<file path="src/rtl/dram_dma_master.sv">
// dram_dma_master: single-channel word-burst DMA between a read/write stream pair and the DRAM port.
// Reads are credit-limited against a small FIFO so consumer backpressure never drops a word.
module dram_dma_master #(
    parameter int ADDR_WIDTH = 20,
    parameter int DATA_WIDTH = 32,
    parameter int LEN_WIDTH  = 16,
    parameter int FIFO_DEPTH = 4
) (
    input  logic                  clk,
    input  logic                  rst,
    input  logic                  cmd_valid,
    output logic                  cmd_ready,
    input  logic                  cmd_write,
    input  logic [ADDR_WIDTH-1:0] cmd_addr,
    input  logic [LEN_WIDTH-1:0]  cmd_len,
    output logic                  rd_valid,
    input  logic                  rd_ready,
    output logic [DATA_WIDTH-1:0] rd_data,
    input  logic                  wr_valid,
    output logic                  wr_ready,
    input  logic [DATA_WIDTH-1:0] wr_data,
    output logic                  mem_we,
    output logic [ADDR_WIDTH-1:0] mem_addr,
    output logic [DATA_WIDTH-1:0] mem_din,
    input  logic [DATA_WIDTH-1:0] mem_dout,
    output logic                  busy,
    output logic                  done
);
    localparam int PW = $clog2(FIFO_DEPTH);
    localparam int CW = PW + 1;

    typedef enum logic [1:0] {IDLE, RD, WR, FIN} state_t;

    state_t                state_q;
    logic [ADDR_WIDTH-1:0] addr_q;
    logic [LEN_WIDTH-1:0]  len_q, cnt_q, pop_cnt_q;
    logic [1:0]            pipe_q;
    logic [DATA_WIDTH-1:0] fifo_q [FIFO_DEPTH];
    logic [PW-1:0]         wptr_q, rptr_q;
    logic [CW-1:0]         count_q;
    logic [CW:0]           occ;
    logic                  accept, rd_go, issue, push, pop, wr_hs, last_pop;

    assign cmd_ready = state_q == IDLE;
    assign busy      = state_q != IDLE;
    assign rd_valid  = count_q != '0;
    assign rd_data   = fifo_q[rptr_q];
    assign wr_ready  = state_q == WR && cnt_q != len_q;
    assign accept    = cmd_valid && cmd_ready;
    assign rd_go     = accept && !cmd_write && cmd_len != '0;
    // Words in flight already own a FIFO slot, so a stalled consumer can never overflow it.
    assign occ       = (CW+1)'(count_q) + (CW+1)'(pipe_q[0]) + (CW+1)'(pipe_q[1]);
    assign issue     = state_q == RD && cnt_q != len_q && occ < (CW+1)'(FIFO_DEPTH);
    assign push      = pipe_q[1];
    assign pop       = rd_valid && rd_ready;
    assign wr_hs     = wr_valid && wr_ready;
    assign last_pop  = pop && pop_cnt_q + LEN_WIDTH'(1) == len_q;

    always_ff @(posedge clk or posedge rst) begin
        if (rst) begin
            state_q   <= IDLE;
            addr_q    <= '0;
            len_q     <= '0;
            cnt_q     <= '0;
            pop_cnt_q <= '0;
            pipe_q    <= '0;
            wptr_q    <= '0;
            rptr_q    <= '0;
            count_q   <= '0;
            mem_we    <= 1'b0;
            mem_addr  <= '0;
            mem_din   <= '0;
            done      <= 1'b0;
            for (int i = 0; i < FIFO_DEPTH; i++) fifo_q[i] <= '0;
        end else begin
            pipe_q  <= {pipe_q[0], issue || rd_go};
            done    <= state_q == FIN;
            count_q <= count_q + CW'(push) - CW'(pop);
            if (push) begin
                fifo_q[wptr_q] <= mem_dout;
                wptr_q         <= wptr_q + PW'(1);
            end
            if (pop) rptr_q <= rptr_q + PW'(1);
            case (state_q)
                IDLE: if (accept) begin
                    len_q     <= cmd_len;
                    pop_cnt_q <= '0;
                    cnt_q     <= LEN_WIDTH'(rd_go);
                    addr_q    <= rd_go ? cmd_addr + ADDR_WIDTH'(4) : cmd_addr;
                    state_q   <= cmd_len == '0 ? FIN : (cmd_write ? WR : RD);
                    // The first read goes out on the accept edge itself.
                    if (rd_go) mem_addr <= cmd_addr;
                end
                RD: begin
                    if (issue) begin
                        mem_addr <= addr_q;
                        addr_q   <= addr_q + ADDR_WIDTH'(4);
                        cnt_q    <= cnt_q + LEN_WIDTH'(1);
                    end
                    if (pop) pop_cnt_q <= pop_cnt_q + LEN_WIDTH'(1);
                    if (last_pop) state_q <= FIN;
                end
                WR: begin
                    mem_we <= wr_hs;
                    if (wr_hs) begin
                        mem_addr <= addr_q;
                        mem_din  <= wr_data;
                        addr_q   <= addr_q + ADDR_WIDTH'(4);
                        cnt_q    <= cnt_q + LEN_WIDTH'(1);
                        if (cnt_q + LEN_WIDTH'(1) == len_q) state_q <= FIN;
                    end
                end
                FIN: begin
                    mem_we  <= 1'b0;
                    state_q <= IDLE;
                end
                default: state_q <= IDLE;
            endcase
        end
    end
endmodule

</file>
<file path="config.mk">
export PLATFORM = sky130hd
export DESIGN_NAME = dram_dma_master
export DESIGN_NICKNAME = d
export VERILOG_FILES = /design/src/rtl/dram_dma_master.sv
export SDC_FILE = /design/constraint.sdc
export NUM_CORES = 1
export LEC_CHECK = 0
export ABC_AREA = 1
export CAP_MARGIN = 20
export CORE_AREA = 2 2 187 189
export CTS_BUF_LIST = sky130_fd_sc_hd__clkbuf_2 sky130_fd_sc_hd__clkbuf_4 sky130_fd_sc_hd__clkbuf_8
export CTS_CLUSTER_DIAMETER = 40
export DETAILED_ROUTE_END_ITERATION = 7
export DIE_AREA = 0 0 189 191
export DONT_BUFFER_PORTS = 1
export PLACE_DENSITY = 0.64
export RECOVER_POWER = 25
export SETUP_SLACK_MARGIN = 0.2
export SLEW_MARGIN = 40
export SYNTH_ARGS = -nofsm -noshare
export SYNTH_HDL_FRONTEND = slang
export SYNTH_SLANG_ARGS = --single-unit
</file>
<file path="constraint.sdc">
create_clock -name clk -period 8.9 [get_ports clk]
set_input_delay 1.335 -clock clk [delete_from_list [all_inputs] [get_ports clk]]
set_output_delay 1.335 -clock clk [all_outputs]
set_load 0.02 [all_outputs]
</file>
congestion.png
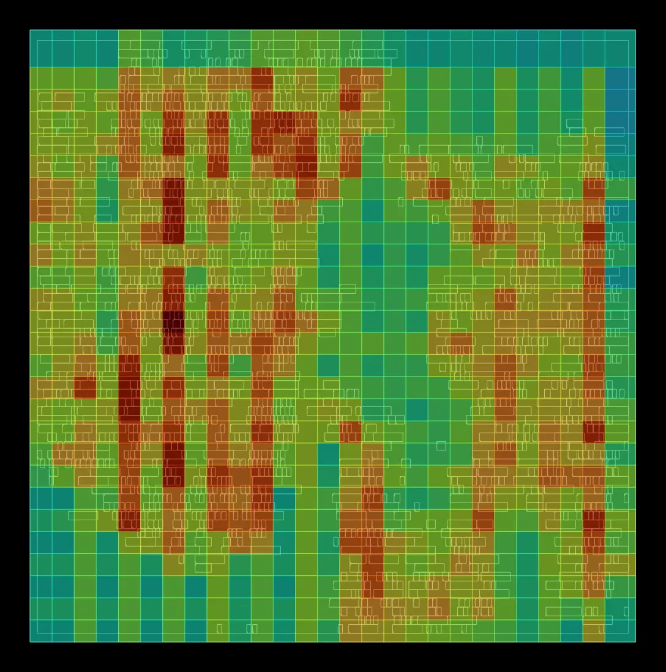
M3 GR Usage: 4.77%
grt met1 use: 24.8%

wires.png
Drawn at 2 px/um.
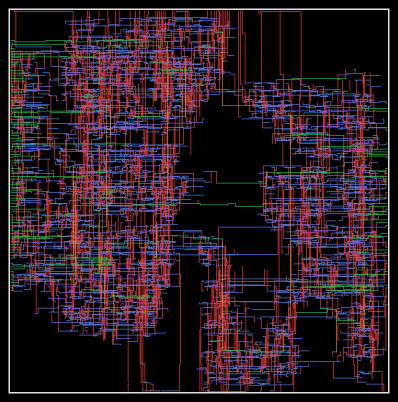
- blue: metal 1 (wire length 15500 um)
- orange: metal 4 (wire length 735 um)
- green: metal 3 (wire length 2280 um)
- red: metal 2 (wire length 16200 um)
Tot GR Track Use: 19.4%
WL/cell: 15.7 um

detail.png
Window x 132 to 152, y 38 to 58 um. Cells in gray, sequential cells in the stronger gray; small squares are vias.
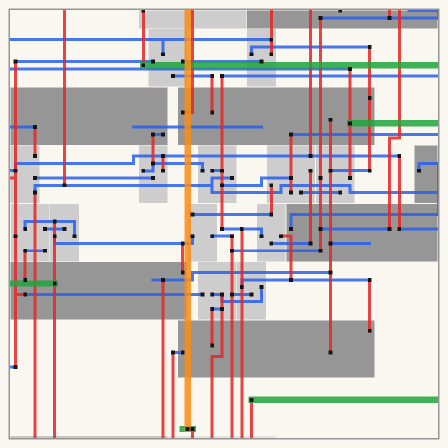
- blue: metal 1
- red: metal 2
- green: metal 3
- orange: metal 4
- netlist names of flops here include: fifo_q (5)
- most frequent: o21ai_0 (6), dfrtp_1 (5), nand2_1 (4)
- cells with their middle in the window: 18
- sequential cells in the window: 5

area by class of cell:
type | count | share of cell area (%)
Multi-Input combinational cell | 1222 | 39.9
Sequential cell | 261 | 43.6
Clock buffer | 73 | 6.17
Inverter | 159 | 4.09
Timing Repair Buffer | 12 | 0.627
Clock inverter | 19 | 1.73
Tap cell | 455 | 3.80
cell families after synthesis:
logic type               share of synthesized area (%)
adder cells (fa/ha/maj)                           1.64
XOR/XNOR                                          2.61
flip-flops                                        48.6
buffers and inverters                             6.94
multiplexers                                      2.68
AND-OR/OR-AND                                     13.7
AND/OR/NAND/NOR                                   23.8
worst max-delay path, delay by kind of cell, from the launching register on:
family | cells | cell delay [ps]
AOI/OAI and AO/OA | 2 | 770
buffers and inverters | 1 | 570
DFF | 1 | 380
==> run summary <==
Post-Syn Area -> 0.0134 mm^2
slew at the pin with the worst max-slew slack -> 2710 ps
design area -> 0.0150 mm^2
CP Launch Type -> flop
vias in the first global route -> 11000
Setup Viol. Count Final -> 0
Setup Skew -> 28.2 ps
combinational gate power -> 2.19 mW
Commonest Layout Cell -> nand2_1
first-pass GRT wire length -> 56900 um
Post-Synthesis Net Count -> 1842
# nets final -> 1831
TritonRoute pass-1 iters -> 5
highest routed layer -> met4
Yosys reg bits -> 261
CTS max path bufs -> 3
crit path kind -> flop to output pin
Slew HR -> -80.7%
status -> finished, violations left
Final min period -> 3680 ps
CP endpoint kind -> output pin
Routed Antenna Nets -> 0
Chip Height -> 191 um
Net Sw Frac -> 44.0%
Flop+latch power -> 2.26 mW
Ports -> 196
top cell type by total area after synthesis -> dfrtp_1
# fillers -> 3385
setup bufs post-CTS -> 0
pwr/cell area -> 389 mW/mm^2
drt initial violations -> 853
R2R Setup Slk -> 5670 ps
met3 WL -> 2280 um
Final Slew Violations -> 65
number of flip-flops in the largest register -> 128
Mapped Cells -> 1719
Place WS -> 5230 ps
hold bufs inserted after CTS -> 0
busiest grt layer -> met2
comb. cell area -> 0.00598 mm^2
Tool Warnings -> 34
largest net degree at the start of global routing -> 132
FF/Latch Area -> 0.00653 mm^2
unrepaired setup endpoints after global routing -> false
yosys cell count -> 1719
CP required -> 7570 ps
biggest area cells -> dfrtp_1, nand2_1, o21ai_0
antenna cells -> 0
critical path's slowest cell -> o22ai_1
LEAKAGE -> 7.14 nW
P_clk -> 1.38 mW
post-layout util -> 43.9%
power share of the combinational group -> 37.6%
WP data arrival -> 2340 ps
CP max stage delay -> 580 ps
CP cell instances -> buf_4, o21ai_0, o22ai_1
CP Capture Point -> rd_data[29]
worst reg2reg endpoint -> addr_q[15]
most numerous cell in the Yosys netlist -> nand2_1
WL met1 -> 15500 um
failing checks -> capacitance limit, slew limit
cell count after placement -> 2109
Yosys Warn Count -> 0
Max Cap Violations -> 1
Clock Pin Slew Worst Setup and Hold Paths -> 60 ps
Async SR Flop Fraction -> 100%
Crit Path Max Fanout -> 65
P_int -> 3.26 mW
DRC Markers -> 0
largest vdd supply drop -> 0.000292 V
HP Start -> pipe_q[0]
syn_area_per_cell -> 7.81 um^2
H-tree depth -> 2
chip area in the Yosys report -> 0.0134 mm^2
Worst setup startpoint -> rptr_q[0]
hold depth -> 0
HP Class -> flop to flop
most instantiated cells after synthesis -> nand2_1, o21ai_0, dfrtp_1
GPL Wtd Cong -> 0.882
Num CTS Buffers -> 52
clock share of power -> 23.7%
vias per cell -> 5.10
vias post-DR -> 11200
Largest Pwr Group -> sequential cells
CTS-repair resized insts -> 0
Die Span X -> 189 um
final wirelength -> 34600 um
Power Total -> 5.83 mW
IO buf count -> 0
reg2reg start -> state_q[0]
Area Overhead vs Synth -> 11.4%
Setup WS post-layout -> 5220 ps
Biggest register -> fifo_q
Largest regs -> fifo_q: 128 flops, mem_din: 32 flops
fp util -> 39.4%
Period Utilization, post-route -> 41.3%
hold_ws -> 380 ps
R2R depth -> 11
clk_lat worst skew -> 610 ps
Top cell area share -> 48.6%
Setup TNS -> 0 ps
Synth Flop Type -> dfrtp_1
fmax -> 0.272 GHz
NetSw -> 2.56 mW
Die ar. -> 0.0361 mm^2
clk sinks -> 261
initial antenna violation count -> 0
EDFF count, synth -> 0
dominant logic cell types in the final layout -> nand2_1, o21ai_0, dfrtp_1, inv_1, nor2_1
met2 usage -> 31.9%
final hold violations -> 0
Final HPWL DP -> 23000 um
ratio of cells with drive above 1 in the final layout -> 8.99%
No activity file was given, so power comes from the tool's default toggle rates.
